==> src/rtl/vga_spi_pkg.sv <==
// vga_spi_pkg: shared SPI ROM read constants and fetch FSM states.
package vga_spi_pkg;
  localparam logic [7:0] SPI_CMD_READ = 8'h03;
  localparam int SPI_ADDR_W = 24;
  typedef enum logic [1:0] {IDLE, CMD, ADDR, DATA} fsm_e;
endpackage

==> src/rtl/spi_read_engine.sv <==
// spi_read_engine: mode-0 SPI READ sequencer streaming DATA_BITS serial bits with their index.
module spi_read_engine
  import vga_spi_pkg::*;
#(
  parameter int DATA_BITS = 176,
  parameter int IW = $clog2(DATA_BITS)
) (
  input  logic                  clk,
  input  logic                  reset_n,
  input  logic                  start_i,
  input  logic [SPI_ADDR_W-1:0] addr_i,
  input  logic                  miso_i,
  output logic                  cs_n_o,
  output logic                  sclk_o,
  output logic                  mosi_o,
  output logic                  busy_o,
  output logic                  bit_valid_o,
  output logic [IW-1:0]         bit_idx_o,
  output logic                  bit_o
);
  localparam int SW = 8 + SPI_ADDR_W;
  localparam int TOTAL = SW + DATA_BITS;
  localparam int CW = $clog2(TOTAL);

  fsm_e          state_q;
  logic [CW-1:0] cnt_q;
  logic [SW-1:0] sh_q;
  logic          cs_n_q, sclk_q, busy_q;

  // A start always wins, so a new line restarts the sequence even mid-transfer.
  always_ff @(posedge clk or negedge reset_n)
    if (!reset_n) begin
      state_q <= IDLE;
      cnt_q   <= '0;
      sh_q    <= '0;
      cs_n_q  <= 1'b1;
      sclk_q  <= 1'b0;
      busy_q  <= 1'b0;
    end else if (start_i) begin
      state_q <= CMD;
      cnt_q   <= '0;
      sh_q    <= {SPI_CMD_READ, addr_i};
      cs_n_q  <= 1'b0;
      sclk_q  <= 1'b0;
      busy_q  <= 1'b1;
    end else if (state_q != IDLE) begin
      sclk_q <= ~sclk_q;
      if (sclk_q) begin
        if (cnt_q == CW'(TOTAL - 1)) begin
          state_q <= IDLE;
          cs_n_q  <= 1'b1;
          busy_q  <= 1'b0;
        end else begin
          cnt_q   <= cnt_q + 1'b1;
          sh_q    <= sh_q << 1;
          state_q <= cnt_q == CW'(7) ? ADDR : cnt_q == CW'(SW - 1) ? DATA : state_q;
        end
      end
    end

  // The shifter drains to zero after the header, which keeps mosi low during DATA.
  assign cs_n_o      = cs_n_q;
  assign sclk_o      = sclk_q;
  assign mosi_o      = sh_q[SW-1];
  assign busy_o      = busy_q;
  assign bit_valid_o = state_q == DATA && sclk_q;
  assign bit_idx_o   = IW'(cnt_q - CW'(SW));
  assign bit_o       = miso_i;
endmodule

==> src/rtl/spi_line_fetch.sv <==
// spi_line_fetch: double-buffered 1bpp line fetch from SPI ROM feeding a registered pixel stream.
module spi_line_fetch
  import vga_spi_pkg::*;
#(
  parameter int                    LINE_BYTES = 22,
  parameter logic [SPI_ADDR_W-1:0] BASE_ADDR  = 24'h000000,
  parameter int                    H_TOTAL    = 476
) (
  input  logic       clk,
  input  logic       reset_n,
  input  logic [9:0] hpos,
  input  logic       hmax,
  input  logic       vmax,
  input  logic       visible,
  input  logic       hsync_in,
  input  logic       vsync_in,
  output logic       spi_cs_n,
  output logic       spi_sclk,
  output logic       spi_mosi,
  input  logic       spi_miso,
  output logic       pixel,
  output logic       hsync_out,
  output logic       vsync_out,
  output logic       busy,
  output logic       underrun
);
  localparam int NB = LINE_BYTES * 8;
  localparam int IW = $clog2(NB);

  if (2 * (32 + NB) + 2 > H_TOTAL) begin : g_bad_timing
    $error("H_TOTAL too short to fetch LINE_BYTES per line");
  end

  logic [1:0][NB-1:0]    bank_q;
  logic [NB-1:0]         front;
  logic                  front_q, pixel_q, hsync_q, vsync_q, underrun_q;
  logic [SPI_ADDR_W-1:0] line_addr_q, target;
  logic [8:0]            idx;
  logic                  bit_valid, bit_val;
  logic [IW-1:0]         bit_idx;

  assign target = vmax ? BASE_ADDR : line_addr_q;
  assign front  = bank_q[front_q];
  assign idx    = 9'(hpos >> 1);

  spi_read_engine #(.DATA_BITS(NB), .IW(IW)) u_eng (
    .clk         (clk),
    .reset_n     (reset_n),
    .start_i     (hmax),
    .addr_i      (target),
    .miso_i      (spi_miso),
    .cs_n_o      (spi_cs_n),
    .sclk_o      (spi_sclk),
    .mosi_o      (spi_mosi),
    .busy_o      (busy),
    .bit_valid_o (bit_valid),
    .bit_idx_o   (bit_idx),
    .bit_o       (bit_val)
  );

  // A bit landing on the swap edge belongs to the abandoned fetch, so it is dropped.
  always_ff @(posedge clk or negedge reset_n)
    if (!reset_n) begin
      bank_q      <= '0;
      front_q     <= 1'b0;
      line_addr_q <= BASE_ADDR;
      underrun_q  <= 1'b0;
      pixel_q     <= 1'b0;
      hsync_q     <= 1'b0;
      vsync_q     <= 1'b0;
    end else begin
      if (hmax) begin
        front_q     <= ~front_q;
        line_addr_q <= target + SPI_ADDR_W'(LINE_BYTES);
        underrun_q  <= underrun_q | busy;
      end else if (bit_valid) begin
        bank_q[~front_q][bit_idx] <= bit_val;
      end
      pixel_q <= visible && idx < 9'(NB) ? front[idx[IW-1:0]] : 1'b0;
      hsync_q <= hsync_in;
      vsync_q <= vsync_in;
    end

  assign pixel     = pixel_q;
  assign hsync_out = hsync_q;
  assign vsync_out = vsync_q;
  assign underrun  = underrun_q;
endmodule

==> config.mk <==
export PLATFORM = sky130hd
export DESIGN_NAME = spi_line_fetch
export DESIGN_NICKNAME = d
export VERILOG_FILES = /design/src/rtl/vga_spi_pkg.sv /design/src/rtl/spi_read_engine.sv /design/src/rtl/spi_line_fetch.sv
export SDC_FILE = /design/constraint.sdc
export NUM_CORES = 1
export LEC_CHECK = 0
export CORE_MARGIN = 10
export CORE_UTILIZATION = 25
export CTS_BUF_LIST = sky130_fd_sc_hd__clkbuf_16
export DETAILED_ROUTE_END_ITERATION = 12
export DONT_BUFFER_PORTS = 1
export GPL_TIMING_DRIVEN = 1
export SETUP_SLACK_MARGIN = 0.4
export SYNTH_ARGS = -nofsm -noshare
export SYNTH_HDL_FRONTEND = slang
export SYNTH_SLANG_ARGS = --single-unit
==> constraint.sdc <==
create_clock -name clk -period 6 [get_ports clk]
set_clock_uncertainty 0.1 [all_clocks]
set_input_delay 1.2 -clock clk [delete_from_list [all_inputs] [get_ports clk]]
set_output_delay 1.2 -clock clk [all_outputs]
set_load 0.1 [all_outputs]
==> datasheet_impl.txt <==
Physical design parameters

Parameter                              Value

Final layout
  Area taken by flip-flops and latches    0.0107 mm2
  Proportion of cell area occupied by multi-input gates    41.8%
  Count of filler cells inserted in the layout    8,792
  Layout sequential cell count    426
  Largest registers in the final layout    bank_q: 352 flops, u_eng.sh_q: 32 flops, line_addr_q: 24 flops
  Clock buffers    47
  Final non-clock buffer share    1.13%

Detailed routing
  Number of DRC markers in iteration 0    1,593
  Wl on met1    27.8 mm
  Wire per inst    19.9 um
  Detail-routed via count per cell    4.97

Final timing
  Setup repair after global routing missed its margin    false
  Setup Total Neg Slack    0 ns
  Count of final hold-check violations    0
  Final max-slew violation count    295

Power
  Cell area power density    276 mW/mm2
  Total Power    6.53 mW
  Pwr top    sequential cells
  Switching part of the total power    28.6%

Setup path
  Startpoint type of the worst setup path    flip-flop
  Worst setup startpoint    u_eng.sclk_o$_DFFE_PN0P_
  Largest delay share family, worst path    simple AND/OR/NAND/NOR gates
  Register-to-Register Setup Slack    2.38 ns
  CP Cell Sequence    and4b_1, nor2b_1, nand2_1, nor2_1, nand2_1, mux2_2
  Worst-path fanout max    15
  Required arrival time at the worst endpoint    6.36 ns
  Type of the setup path with the least slack    flip-flop to flip-flop
  Most numerous cell on the critical path    sky130_fd_sc_hd__nand2_1
  Critical path's largest stage delay    1.02 ns

Clock tree
  Buffers inserted by post-CTS timing repair    0
  Largest buffer count on any clock path    3
  Clock insertion delay at the later pin of the skew report    0.61 ns
  Clock transition time at the flip-flop clock pins of the worst setup and hold paths    0.06 ns
  Master cell of the clock root buffer    sky130_fd_sc_hd__clkbuf_16

Logic synthesis
  Top flip-flop cell by instance count after synthesis    sky130_fd_sc_hd__dfrtp_1
  Top comb family, area    multiplexers
  FFs w/ async S/R, synth    100%
  Synth mux share    22.4%
  Max-area cell share    50.0%
  Post-Syn Nets    2,021
  Synth area leaders    sky130_fd_sc_hd__dfrtp_1, sky130_fd_sc_hd__mux2_2, sky130_fd_sc_hd__mux4_2
  XOR-XNOR Cells, Area Fraction    0.905%
  Most frequent cell after synthesis    sky130_fd_sc_hd__dfrtp_1

Floorplanning
  Init Core Util    25.3%
  Overall die area    0.0972 mm2
  Number of top-level pins    26
  Die boundary width    312 um
  Num tapcells    1,134

Placement
  Final estimated routing congestion in global placement    0.785

Run status
  Run status    finished, violations left
  Failing checks    max-slew violations

Global route
  Global Route met2 Usage    18.6%
  Number of antenna violations at the first check in global routing    0
  Most Crowded Layer GR    met2
placed cells by master (no fill, tap or decap), types with 3 or more instances in the layout:
cell                        count
sky130_fd_sc_hd__buf_4         33
sky130_fd_sc_hd__mux2_2       250
sky130_fd_sc_hd__nor2b_1       14
sky130_fd_sc_hd__a22oi_1        9
sky130_fd_sc_hd__nand3b_1       5
sky130_fd_sc_hd__and2_1        11
sky130_fd_sc_hd__or2_2          6
sky130_fd_sc_hd__o22ai_1        5
sky130_fd_sc_hd__mux4_2        79
sky130_fd_sc_hd__nor2_1       223
sky130_fd_sc_hd__a31oi_1        8
sky130_fd_sc_hd__nand2_1      300
sky130_fd_sc_hd__and2_0         5
sky130_fd_sc_hd__nor3_1        14
sky130_fd_sc_hd__and3b_1        4
sky130_fd_sc_hd__nand2b_1      16
sky130_fd_sc_hd__and4_1         3
sky130_fd_sc_hd__clkbuf_16     47
sky130_fd_sc_hd__dfrtp_1      424
sky130_fd_sc_hd__ha_1           7
sky130_fd_sc_hd__xor2_1        10
sky130_fd_sc_hd__and3_1         7
sky130_fd_sc_hd__xnor2_1       12
sky130_fd_sc_hd__inv_1         24
sky130_fd_sc_hd__a221oi_1      31
sky130_fd_sc_hd__nand4_1       10
sky130_fd_sc_hd__nand3_1      145
sky130_fd_sc_hd__or3_1          3
sky130_fd_sc_hd__a21oi_1       15
sky130_fd_sc_hd__clkinv_2       7
sky130_fd_sc_hd__a22o_1        10
sky130_fd_sc_hd__o211ai_1       4
sky130_fd_sc_hd__o21ai_0      139
sky130_fd_sc_hd__mux2i_1       18
sky130_fd_sc_hd__nor4_1         3
sky130_fd_sc_hd__clkinv_1      14
### Sequential cells grouped by signal name

Scale bar: 100 um.
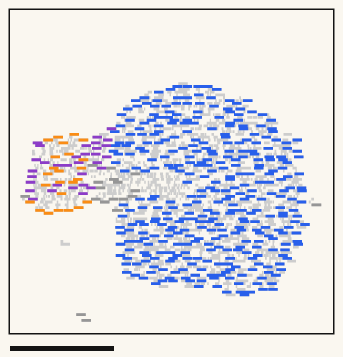
legend:
  line_addr_q:
    color: orange
    sequential_cells: 24
    where: west
  u_eng.sh_q:
    color: purple
    sequential_cells: 32
    where: west
  bank_q:
    color: blue
    sequential_cells: 352

### Placement by cell class

Scale bar: 100 um.
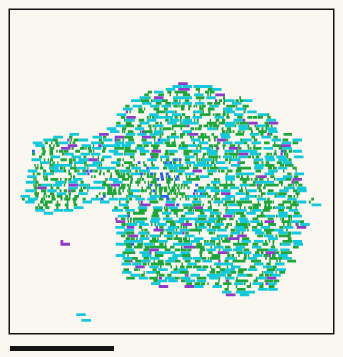
legend:
  remaining buffers and delay cells:
    color: blue
    cells: 34
  remaining logic cells:
    color: green
    cells: 1,403
  registers:
    color: cyan
    cells: 426
  clock drivers and dummy loads:
    color: purple
    cells: 83
Final Util: 28.2%
post-route standard cell area excluding fillers: 0.0237 mm2
std cell rows: 106

### Gate-type map

Scale bar: 100 um.
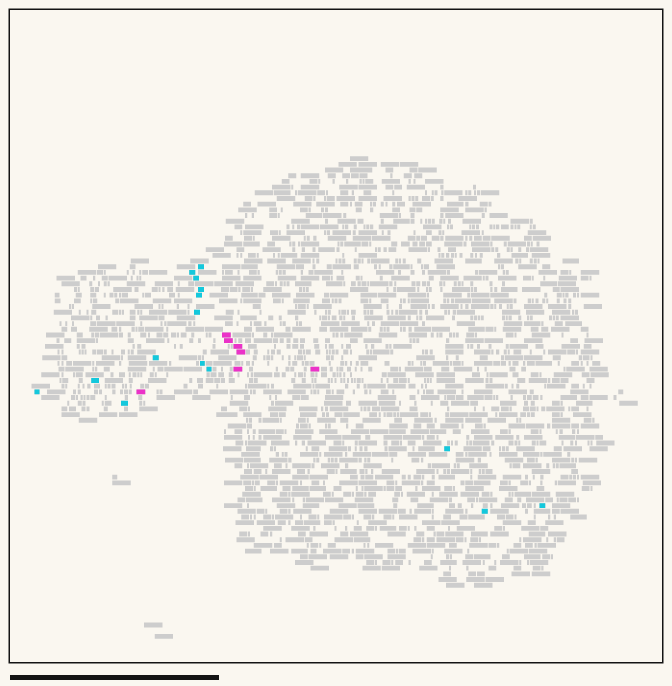
legend:
  non-inverting ao/oa cells:
    color: cyan
    cells: 15
    most_used: a22o_1
  fa/ha/maj cells:
    color: magenta
    cells: 7
    most_used: ha_1

### Routing congestion

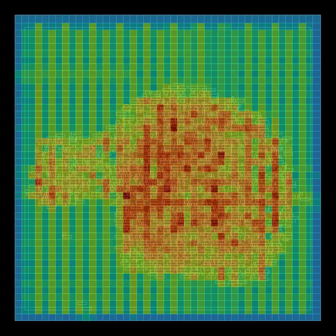
GRT Util Overall: 12.2%
met3 track demand over resource in global routing: 2.53%

### Cell sizes after repair

Scale bar: 100 um.
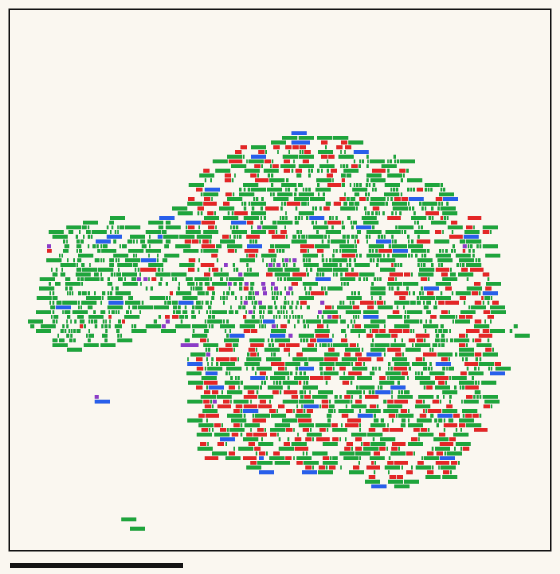
legend:
  x2:
    color: red
    cells: 350
    share: 18%
  x6 and larger:
    color: blue
    cells: 52
    share: 2.7%
  x3 and x4:
    color: purple
    cells: 35
    share: 1.8%
  x1 and smaller:
    color: green
    cells: 1,509
    share: 78%
crit path setup slack, layout: 2.38 ns
growth of design area from synthesis to finish: 11.2%

Power is estimated from default activity; no workload was simulated.
